[src/rtl/instr_cache.sv]
// rtl/instr_cache.sv - direct-mapped read-only instruction cache with line refill FSM
//
// Sits between the CPU instruction-fetch port and a req/ack system memory bus.
// Hits are answered combinationally in the request cycle; a miss holds
// instr_mem_ready_o low while the line is fetched one word per bus ack.
//
// Optional feature: define ICACHE_FLUSH_EN to add the flush_i invalidate port.
//
// Ports:
//   clk_i              clock
//   rst_i              synchronous reset, active-high
//   flush_i            (ICACHE_FLUSH_EN only) invalidate all lines
//   instr_mem_rd_i     CPU fetch request
//   instr_mem_addr_i   CPU fetch byte address, bits [1:0] ignored
//   instr_mem_data_o   instruction word (0 when not hitting)
//   instr_mem_ready_o  data valid / CPU may advance
//   mem_req_o          bus read request, held until mem_ack_i
//   mem_addr_o         bus byte address of the requested word
//   mem_ack_i          bus read complete, mem_data_i valid
//   mem_data_i         bus read data

module instr_cache #(
  parameter int LINES          = 16,
  parameter int WORDS_PER_LINE = 4
) (
  input  logic        clk_i,
  input  logic        rst_i,
`ifdef ICACHE_FLUSH_EN
  input  logic        flush_i,
`endif
  input  logic        instr_mem_rd_i,
  input  logic [31:0] instr_mem_addr_i,
  output logic [31:0] instr_mem_data_o,
  output logic        instr_mem_ready_o,
  output logic        mem_req_o,
  output logic [31:0] mem_addr_o,
  input  logic        mem_ack_i,
  input  logic [31:0] mem_data_i
);

  localparam int OFF_W = $clog2(WORDS_PER_LINE);
  localparam int IDX_W = $clog2(LINES);
  localparam int TAG_W = 30 - OFF_W - IDX_W;
  localparam logic [OFF_W-1:0] LAST_WORD = OFF_W'(WORDS_PER_LINE - 1);

  typedef enum logic [1:0] {
    IDLE   = 2'd0,
    REFILL = 2'd1,
    UPDATE = 2'd2
  } state_t;

  state_t state;

  // Storage: register-based arrays with combinational read.
  logic [31:0]      data_mem [LINES][WORDS_PER_LINE];
  logic [TAG_W-1:0] tag_mem  [LINES];
  logic [LINES-1:0] valid;

  // Refill context, captured at miss detection so that a CPU address change
  // during the refill cannot redirect where the line is written.
  logic [IDX_W-1:0] fill_idx;
  logic [TAG_W-1:0] fill_tag;
  logic [OFF_W-1:0] cnt;

  // Address decode of the current CPU request.
  logic [OFF_W-1:0] addr_off;
  logic [IDX_W-1:0] addr_idx;
  logic [TAG_W-1:0] addr_tag;
  logic             hit;
  logic             flush_now;

  assign addr_off = instr_mem_addr_i[OFF_W+1:2];
  assign addr_idx = instr_mem_addr_i[IDX_W+OFF_W+1:OFF_W+2];
  assign addr_tag = instr_mem_addr_i[31:IDX_W+OFF_W+2];

  assign hit = valid[addr_idx] && (tag_mem[addr_idx] == addr_tag);

`ifdef ICACHE_FLUSH_EN
  logic flush_pending;
  // A flush seen in IDLE takes effect at the next edge; it suppresses ready
  // in its own cycle so the CPU never consumes a line being invalidated.
  assign flush_now = flush_i && (state == IDLE);
`else
  assign flush_now = 1'b0;
`endif

  // Ready must stay high whenever rd is low: the CPU drops rd during
  // data-side stalls and would deadlock otherwise.
  assign instr_mem_ready_o = !instr_mem_rd_i || ((state == IDLE) && hit && !flush_now);
  assign instr_mem_data_o  = hit ? data_mem[addr_idx][addr_off] : 32'd0;

  // Control FSM with registered bus outputs.
  always_ff @(posedge clk_i) begin
    if (rst_i) begin
      state      <= IDLE;
      valid      <= '0;
      cnt        <= '0;
      mem_req_o  <= 1'b0;
      mem_addr_o <= 32'd0;
`ifdef ICACHE_FLUSH_EN
      flush_pending <= 1'b0;
`endif
    end else begin
      case (state)
        IDLE: begin
          if (flush_now) begin
            valid <= '0;
          end else if (instr_mem_rd_i && !hit) begin
            fill_idx        <= addr_idx;
            fill_tag        <= addr_tag;
            cnt             <= '0;
            // Drop the line before it is partially overwritten so a
            // half-filled line can never produce a hit.
            valid[addr_idx] <= 1'b0;
            mem_req_o       <= 1'b1;
            mem_addr_o      <= {instr_mem_addr_i[31:OFF_W+2], {(OFF_W+2){1'b0}}};
            state           <= REFILL;
          end
        end

        REFILL: begin
`ifdef ICACHE_FLUSH_EN
          if (flush_i) flush_pending <= 1'b1;
`endif
          if (mem_ack_i) begin
            cnt <= cnt + 1'b1;
            if (cnt == LAST_WORD) begin
              mem_req_o <= 1'b0;
              state     <= UPDATE;
            end else begin
              // Back-to-back request: req stays high, address advances.
              mem_addr_o <= mem_addr_o + 32'd4;
            end
          end
        end

        UPDATE: begin
`ifdef ICACHE_FLUSH_EN
          // A flush that arrived during the refill wins: the fresh line is
          // left invalid together with every other line.
          if (flush_pending || flush_i) begin
            valid         <= '0;
            flush_pending <= 1'b0;
          end else begin
            valid[fill_idx] <= 1'b1;
          end
`else
          valid[fill_idx] <= 1'b1;
`endif
          state <= IDLE;
        end

        default: begin
          state     <= IDLE;
          mem_req_o <= 1'b0;
        end
      endcase
    end
  end

  // Data and tag arrays are deliberately not reset; validity alone guards them.
  always_ff @(posedge clk_i) begin
    if (!rst_i && (state == REFILL) && mem_ack_i) begin
      data_mem[fill_idx][cnt] <= mem_data_i;
    end
    if (!rst_i && (state == UPDATE)) begin
      tag_mem[fill_idx] <= fill_tag;
    end
  end

endmodule

[config.mk]
export PLATFORM = sky130hd
export DESIGN_NAME = instr_cache
export DESIGN_NICKNAME = d
export VERILOG_FILES = /design/src/rtl/instr_cache.sv
export SDC_FILE = /design/constraint.sdc
export NUM_CORES = 2
export LEC_CHECK = 0
export ABC_AREA = 0
export CAP_MARGIN = 20
export CORE_ASPECT_RATIO = 0.75
export CORE_MARGIN = 3
export CORE_UTILIZATION = 45
export DETAILED_ROUTE_END_ITERATION = 8
export PLACE_DENSITY = 0.58
export REMOVE_ABC_BUFFERS = 1
export SLEW_MARGIN = 10
export SYNTH_ARGS = -nofsm -noshare
export SYNTH_HDL_FRONTEND = slang
export SYNTH_SLANG_ARGS = --single-unit
export TNS_END_PERCENT = 1
[constraint.sdc]
create_clock -name clk_i -period 7.1 [get_ports clk_i]
set_input_delay 1.065 -clock clk_i [delete_from_list [all_inputs] [get_ports clk_i]]
set_output_delay 1.065 -clock clk_i [all_outputs]
set_load 0.005 [all_outputs]
==> impl_metrics.yaml <==
# generated from flow reports
setup_path:
  reg2reg_slack_ps: 2910
  crit_path_end: "instr_mem_data_o[7]"
  cp_num_cells: 13
  crit_start: "instr_mem_addr_i[4]"
min_path:
  whs_path_depth: 2
  hold_end: "valid[0]$_SDFFE_PP0P_"
  hold_start: "valid[0]$_SDFFE_PP0P_"
  hp-class: "reg2reg"
yosys:
  area_leaders: "edfxtp_1, mux4_2, dfxtp_1, mux2i_1, clkbuf_1"
  numSynthFlops: 2511
  synth_cell_types: 72
  yosys-dominant-comb-family: "multiplexers"
  yosysCellCount: 4232
  synth_area_leader_cell: "edfxtp_1"
  ys.flop_type: "edfxtp_1"
power_and_ir_drop:
  comb_power_share_pct: 5.1
  p_int_mw: 23.7
  pwr-share-clk_pct: 40.7
  power.density_nw_per_um2: 270
  power_leakage_nw: 34.2
  p_switching_mw: 6.40
route:
  ant_nets: 0
  drc_errors: 0
  drt-initial-drc-count: 6404
grt:
  grt_antenna_before_repair: 20
  grt_pass1_vias: 46000
  grt_pass1_wl_mm: 364
die:
  chipWidth_um: 544
  core-area_um2: 215000
  fp-utilization_pct: 45.4
  dieArea_um2: 222000
final_timing:
  setup-tns-final_ps: 0
  rsz0062_at_grt: "no"
  hold-worst-slack_ps: 483
  max-slew-margin-rel_pct: 19.7
  skew_ps: 81.1
  maxSlewViolCount: 0
clock_tree:
  clk_latency_ps: 880
  clk_pin_slew_ps: 60
finish:
  clk_share_pct: 6.64
  final_cell_mix: "edfxtp_1, mux4_2, clkbuf_16"
  regArea_um2: 74900
  comb_share_pct: 19.7
placement:
  placed_area_um2: 103000
flow_run:
  warnings: 37
status:
  status: "completed"
layers.png
Drawn at 1 px/um. Only two layers are drawn.
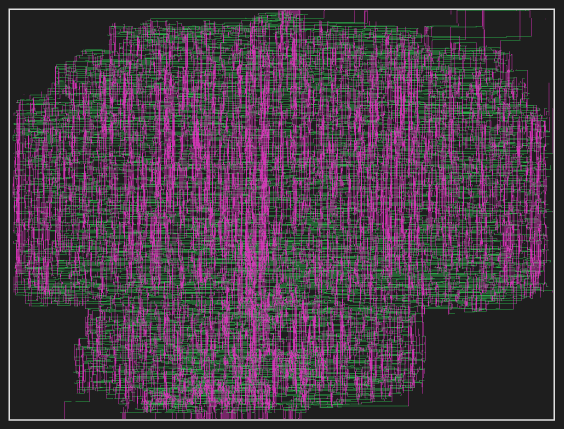
Green stands for M1, wire length 112 mm. Magenta stands for M2, wire length 116 mm.
total length of routed wires: 260 mm
WL/cell: 34.2 um
vias after detailed routing: 46,600

placed.png
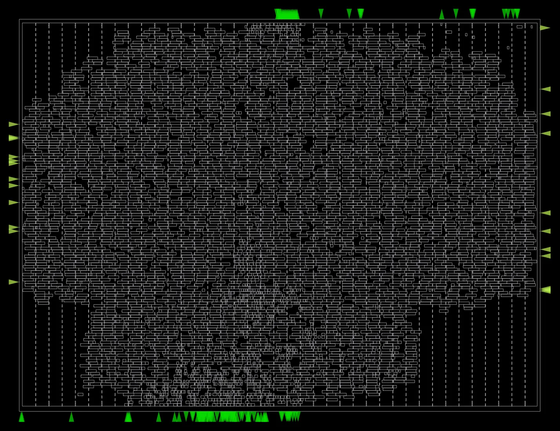
fillers: 16,600
post-layout util: 51.9%
n_taps: 2,831
Seq area share: 67.2%

pinout.png
Pins as bars across the die edge, other pins in grey.
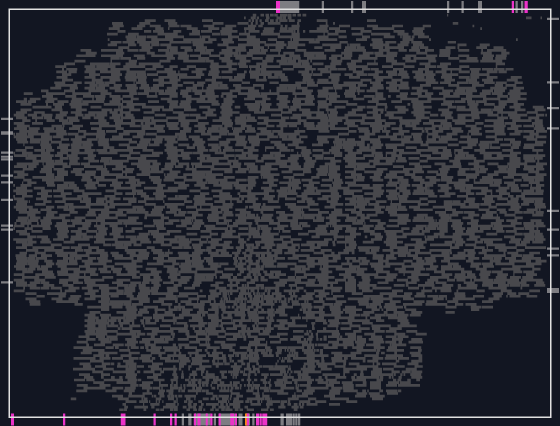
Orange stands for instr_mem_ready_o, pins 1, direction output, edge bottom. Magenta stands for instr_mem_addr_i, pins 32, direction input, edge 27 bottom, 5 top.

closeup.png
Window x 252 to 292, y 185 to 225 um. Cells in grey, sequential cells in the stronger grey; small squares are vias.
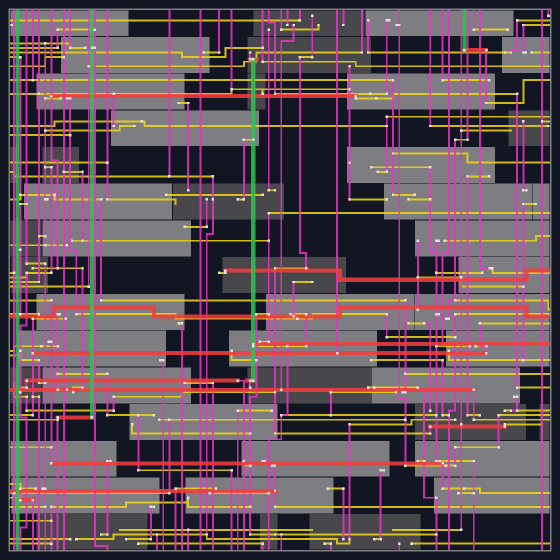
Magenta stands for M2. Yellow stands for M1. Red stands for M3. Green stands for M4.
39 logic cells have their middle in the window. Sequential cells in the window: 27. Netlist names of flops here include data_mem (27). Most frequent: edfxtp_1 (27), mux4_2 (5), clkbuf_16 (3).

m2.png
Drawn at 1 px/um. Cells faint in the background.
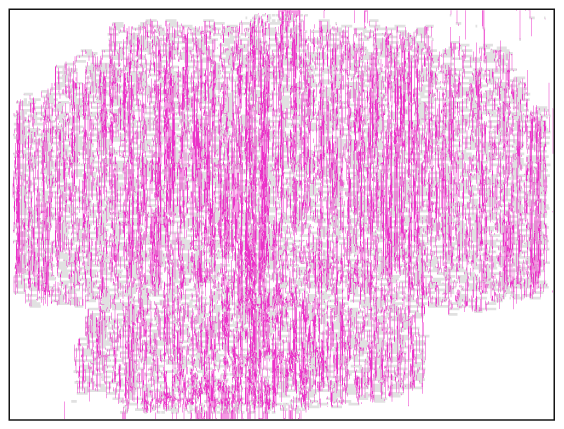
The wires run mostly vertical. The layer carries 116 mm of wire. The longest straight run is 185 um. 4,138 nets have wire on it.
GRT met2 Usage: 33.9%

Power figures rest on the tool's default switching activity, not on a simulated workload.
